Metal layers overlaid:
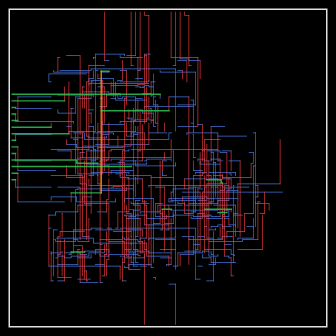
Cell area per tile:
The die is cut into 7 by 7 equal tiles; white is low, dark blue is high, 0 to 100% covered.
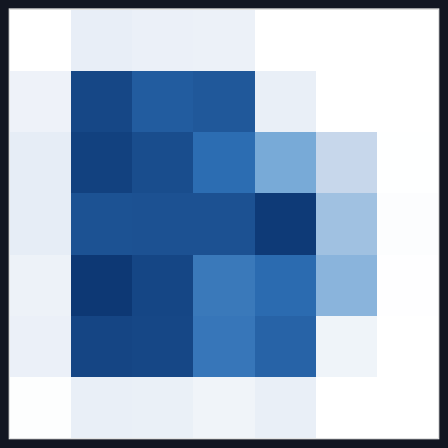
Gate-type map:
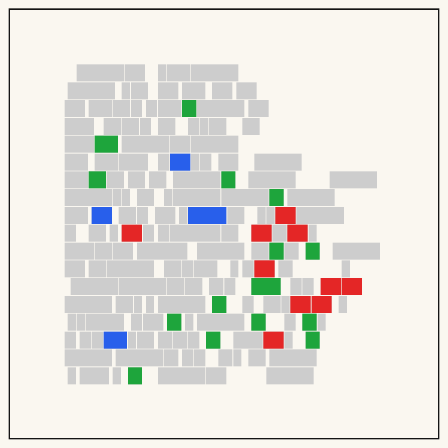
The metal 2 layer:
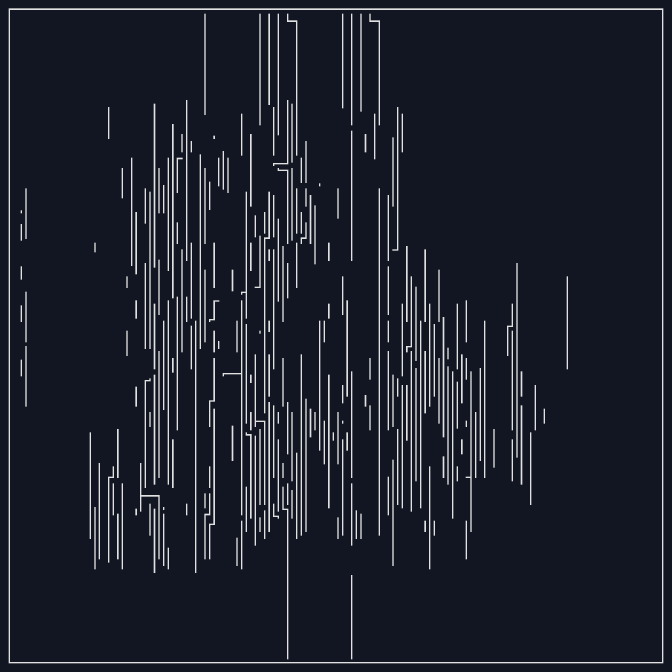
--- src/rtl/tx_skp_inserter.sv ---
// TX SKP ordered-set scheduler: merges upstream symbols with periodic COM+SKP sets.
// Optional SKP_STATS_EN adds the skp_total COM counter port.
module tx_skp_inserter #(
    parameter int DATA_WIDTH   = 8,
    parameter int SKP_INTERVAL = 1180,
    parameter int SKP_COUNT    = 3
) (
    input  logic                  clk,
    input  logic                  rst,
    input  logic                  in_valid,
    output logic                  in_ready,
    input  logic [DATA_WIDTH-1:0] in_data,
    input  logic                  in_k,
    output logic                  out_valid,
    output logic [DATA_WIDTH-1:0] out_data,
    output logic                  out_k,
    output logic                  skp_inserted,
    output logic                  skp_missed
`ifdef SKP_STATS_EN
    ,
    output logic [15:0]           skp_total
`endif
);

    localparam int CW = (SKP_INTERVAL > 1) ? $clog2(SKP_INTERVAL) : 1;

    localparam logic [DATA_WIDTH-1:0] SYM_COM  = DATA_WIDTH'(8'hBC);
    localparam logic [DATA_WIDTH-1:0] SYM_SKP  = DATA_WIDTH'(8'h1C);
    localparam logic [DATA_WIDTH-1:0] SYM_STP  = DATA_WIDTH'(8'hFB);
    localparam logic [DATA_WIDTH-1:0] SYM_SDP  = DATA_WIDTH'(8'h5C);
    localparam logic [DATA_WIDTH-1:0] SYM_END  = DATA_WIDTH'(8'hFD);
    localparam logic [DATA_WIDTH-1:0] SYM_EDB  = DATA_WIDTH'(8'hFE);
    localparam logic [DATA_WIDTH-1:0] SYM_IDLE = '0;

    localparam logic [CW-1:0] IVL_LAST = CW'(SKP_INTERVAL - 1);
    localparam logic [1:0]    SKP_LAST = 2'(SKP_COUNT - 1);

    typedef enum logic [0:0] {
        ST_DATA,
        ST_SKP
    } state_t;

    state_t        state;
    logic [CW-1:0] ivl_cnt;
    logic [1:0]    pending;
    logic [1:0]    skp_idx;
    logic          in_pkt;

    logic sched;
    logic com_go;
    logic accept;
    logic pkt_open;
    logic pkt_close;

    assign sched    = (ivl_cnt == IVL_LAST);
    assign com_go   = (state == ST_DATA) && (pending != 2'd0) && !in_pkt;
    assign in_ready = !rst && (state == ST_DATA)
                      && !((pending != 2'd0) && !in_pkt);
    assign accept   = in_valid && in_ready;

    assign pkt_open  = accept && in_k
                       && ((in_data == SYM_STP) || (in_data == SYM_SDP));
    assign pkt_close = accept && in_k
                       && ((in_data == SYM_END) || (in_data == SYM_EDB));

    always_ff @(posedge clk) begin
        if (rst) begin
            state        <= ST_DATA;
            ivl_cnt      <= '0;
            pending      <= 2'd0;
            skp_idx      <= 2'd0;
            in_pkt       <= 1'b0;
            out_valid    <= 1'b0;
            out_data     <= '0;
            out_k        <= 1'b0;
            skp_inserted <= 1'b0;
            skp_missed   <= 1'b0;
        end else begin
            out_valid    <= 1'b1;
            skp_inserted <= com_go;
            skp_missed   <= sched && !com_go && (pending == 2'd2);
            ivl_cnt      <= sched ? '0 : ivl_cnt + 1'b1;

            // a schedule event coinciding with a COM decision nets to zero
            case ({sched, com_go})
                2'b10:   if (pending != 2'd2) pending <= pending + 2'd1;
                2'b01:   pending <= pending - 2'd1;
                default: pending <= pending;
            endcase

            unique case (state)
                ST_DATA: begin
                    if (com_go) begin
                        out_data <= SYM_COM;
                        out_k    <= 1'b1;
                        skp_idx  <= 2'd0;
                        state    <= ST_SKP;
                    end else if (accept) begin
                        out_data <= in_data;
                        out_k    <= in_k;
                        if (pkt_open) in_pkt <= 1'b1;
                        else if (pkt_close) in_pkt <= 1'b0;
                    end else begin
                        out_data <= SYM_IDLE;
                        out_k    <= 1'b0;
                    end
                end
                ST_SKP: begin
                    out_data <= SYM_SKP;
                    out_k    <= 1'b1;
                    if (skp_idx == SKP_LAST) state <= ST_DATA;
                    else skp_idx <= skp_idx + 2'd1;
                end
                default: state <= ST_DATA;
            endcase
        end
    end

`ifdef SKP_STATS_EN
    always_ff @(posedge clk) begin
        if (rst) skp_total <= 16'd0;
        else if (com_go && (skp_total != 16'hFFFF)) skp_total <= skp_total + 16'd1;
    end
`endif

endmodule

--- config.mk ---
export PLATFORM = sky130hd
export DESIGN_NAME = tx_skp_inserter
export DESIGN_NICKNAME = d
export VERILOG_FILES = /design/src/rtl/tx_skp_inserter.sv
export SDC_FILE = /design/constraint.sdc
export NUM_CORES = 1
export LEC_CHECK = 0
export CAP_MARGIN = 20
export CORE_MARGIN = 8
export CORE_UTILIZATION = 49
export CTS_CLUSTER_DIAMETER = 40
export CTS_CLUSTER_SIZE = 40
export DETAILED_ROUTE_END_ITERATION = 8
export PLACE_DENSITY = 0.87
export SLEW_MARGIN = 20
export SYNTH_ARGS = -nofsm -noshare
export SYNTH_HDL_FRONTEND = slang
export SYNTH_SLANG_ARGS = --single-unit
--- constraint.sdc ---
create_clock -name clk -period 1.5 [get_ports clk]
set_input_delay 0.45 -clock clk [delete_from_list [all_inputs] [get_ports clk]]
set_output_delay 0.45 -clock clk [all_outputs]
set_load 0.01 [all_outputs]
==> GITHUB_STEP_SUMMARY <==
## Synthesis and layout report

| Metric | Value |
|---|---|
| Worst Reg-to-Reg Cells | 5 |
| Routed via count | between 1000 and 1500 |
| Reg area | 582 um^2 |
| Chip area | ~4300 um^2 |
| Post-CTS Setup Inserts | 0 |
| Fill count | between 150 and 200 |
| Global-route wire length before repair | just under 5 mm |
| Pin count of the biggest net entering global routing | 16 |
| Flip-flops | 29 |
| Global route overflow | 0 |
| WS Path Type | reg -> out |
| Post-synthesis instance total | between 100 and 150 |
| H-tree depth | 2 |
| Area used by multi-input combinational logic | roughly 600 um^2 |
| Mapped Area | roughly 1200 um^2 |
| Hold path depth | 1 |
| Psw | 348 uW |
| Worst-path clk slew | 0.09 ns |
| WL met3 | approximately 150 um |
| Simple Share, Synth | between 20% and 30% |
| Pwr/cell area | approximately 850 nW/um^2 |
| Clock share of power | between 30 and 40% |
| WL per Instance | between 10 and 15 um |
| CP peak stage delay | 0.33 ns |
| Ys Warns | 0 |
| Comb pwr | roughly 140 uW |
| Final slew viol count | 0 |
| Critical R2R Launch | ivl_cnt[0] |
| Flop2flop setup slack | 0.15 ns |
| Final-stage net count | about 190 |
| Syn_nets | around 140 |
| Crit-path max FO | 2 |
| Final hold viol count | 0 |
| Tool warnings | 29 |
| Worst skew pair latency | roughly 0.33 ns |
| EDFF count, synth | 0 |
| Dominant logic cell types in the final layout | 28 x dfxtp_1, 16 x buf_4, 14 x nor2_1 |
| Worst Hold Endpoint | ivl_cnt[0] |
| Initial antenna violation count | 0 |
| DR iter-0 viols | 37 |
| Part of the cycle the worst path needs | 108% |
| Worst Tran Pin Value | roughly 0.3 ns |
| CTS Buf Count | 5 |
| Worst r2r dst | ivl_cnt[6] |
| Die height | 65.4 um |
| Top Family by Delay on Critical Path | flip-flops |
| Synth Area in Adders | between 2 and 2.5% |
| Setup ws final | -0.123 ns |
| Crit start category | flop |
| # DRC | 0 |
| Post-CTS sizing | 20 |
| Final setup violation count | 1 |
| Post-DP HPWL | 2.20 mm |
| IO Pins | 25 |
| Max-cap violations | 0 |
| Design Area, Final | about 1600 um^2 |
| CTS sink cnt | 29 |
| ClkCell Share | about 3.1% |
| Ys cells | about 130 |
| Placer Congestion | between 0.8 and 0.9 |
| Worst Setup EP | in_ready |
| Logic pwr share | 10.0% |
| Final ANT Viol Nets | 0 |
| Ys flops | 29 |
| LEAKAGE | between 0.0007 and 0.0008 uW |
| Buf+Inv Stages, Crit Path | 1 |
| Worst EP required | about 1.1 ns |
| Crit path DAT | between 1 and 1.5 ns |
| Total track usage | between 10% and 20% |
| Ao+oa area frac | approximately 10% |
| Max Clock Freq | approximately 620 MHz |
| Area Overhead vs Synth | 36.5% |
| P_seq | 794 uW |
| Commonest cells in the netlist | 29 x dfxtp_1, 14 x nor2_1, 11 x and3_1 |
| GRT met1 Usage | 13.4% |
| Clock buffers | 6 |
| Core Util, Final | roughly 70% |
| Worst path depth | 3 |
| Sw Share | 25.0% |
| Non-Clock Inverter Count | 4 |
| Number of logic gates | 91 |
| Status | finished with violations |
| Share of layout cells above drive strength 1 | ~20% |
| Met2 usage | about 27% |
| Cell Type Count | 33 |
| Violated checks | negative setup slack |
| Syn_area_per_cell | 9.26 um^2 |
| Internal power component | 1040 uW |
| RSZ-0062 raised after global routing | true |
| Part of the Yosys area used for sequential elements | between 40% and 50% |
| Share of power burned in registers | roughly 57% |
| P_clk | ~460 uW |
| Crit path max-delay cell type | dfxtp_2 |
| # rows | 18 |
| Clock Skew | approximately 0.0043 ns |
| Top post-synthesis cells by area | dfxtp_1 49%, and3_1 5.8%, nor2_1 4.4% |
| Tot Pwr | 1390 uW |
| Global-route track usage on met3 | ~7.0% |
| Max FFs per register | 11 |
| Mux share | less than 1% |
| Port Buf Inserts | 24 |
| Signal buf overhead | between 20% and 30% |
| Via-per-instance ratio | ~5.4 |
| WHS | approximately 0.46 ns |
| Chip area estimate from yosys synthesis | roughly 1200 um^2 |
| Post-synth ARST share | 0% |
| Top cell type by instance count after synthesis | dfxtp_1 |
| Min cycle time layout | 1.62 ns |
| Vias in the first global route | about 1200 |
| Top class by area | combinational gates |
| XORs/XNORs by Area | under 10% |
| TAP cells | 30 |
| Worst hold path class | reg -> reg |
| Ant. Diodes | 0 |
| Uppermost routed layer | met4 |
| Cell taking the most area after synthesis | dfxtp_1 |
| Crit-path cells | o21ba_4 > nor3_4 > buf_2 |
| Dpl ws | -0.622 ns |
| Met2 Wirelength | 1.54 mm |
| M1 wire length | 1.23 mm |
| Post-DP Area | 1570 um^2 |
| Largest regs | ivl_cnt x11, out_data x8 |
| Area share, top type | between 40% and 50% |
| Die width | 65.4 um |
-- 'metal layers overlaid' (at the start) --
[metal 4] orange | wire length: 25.2 um
[metal 2] red | wire length: 1540 um
[metal 1] blue | wire length: 1230 um
[metal 3] green | wire length: 149 um

-- 'cell area per tile' (at the start) --
nearly empty tiles: 27%
tiles over 75% full: 33%
densest ninth of the die: center
emptiest ninth of the die: upper right
fullest tile: 97%
Core Util at FP: 50.1%
core area: 2390 um^2

-- 'gate-type map' (at the start) --
[XOR/XNOR gates] red | cells: 10 | most used: xor2_1
[AND and OR gates] green | cells: 15 | most used: and3_1
[AND-OR and OR-AND gates] blue | cells: 4 | most used: a31o_2
Comb area share: 36.7%
Top cell excl fill/tap: dfxtp_1
non-filler cells, final: 202

-- 'the metal 2 layer' (at the start) --
longest straight run: 34.7 um
share of all routed wire: 52%
wire length on this layer: 1540 um
main direction: vertical

Power is estimated from default activity; no workload was simulated.
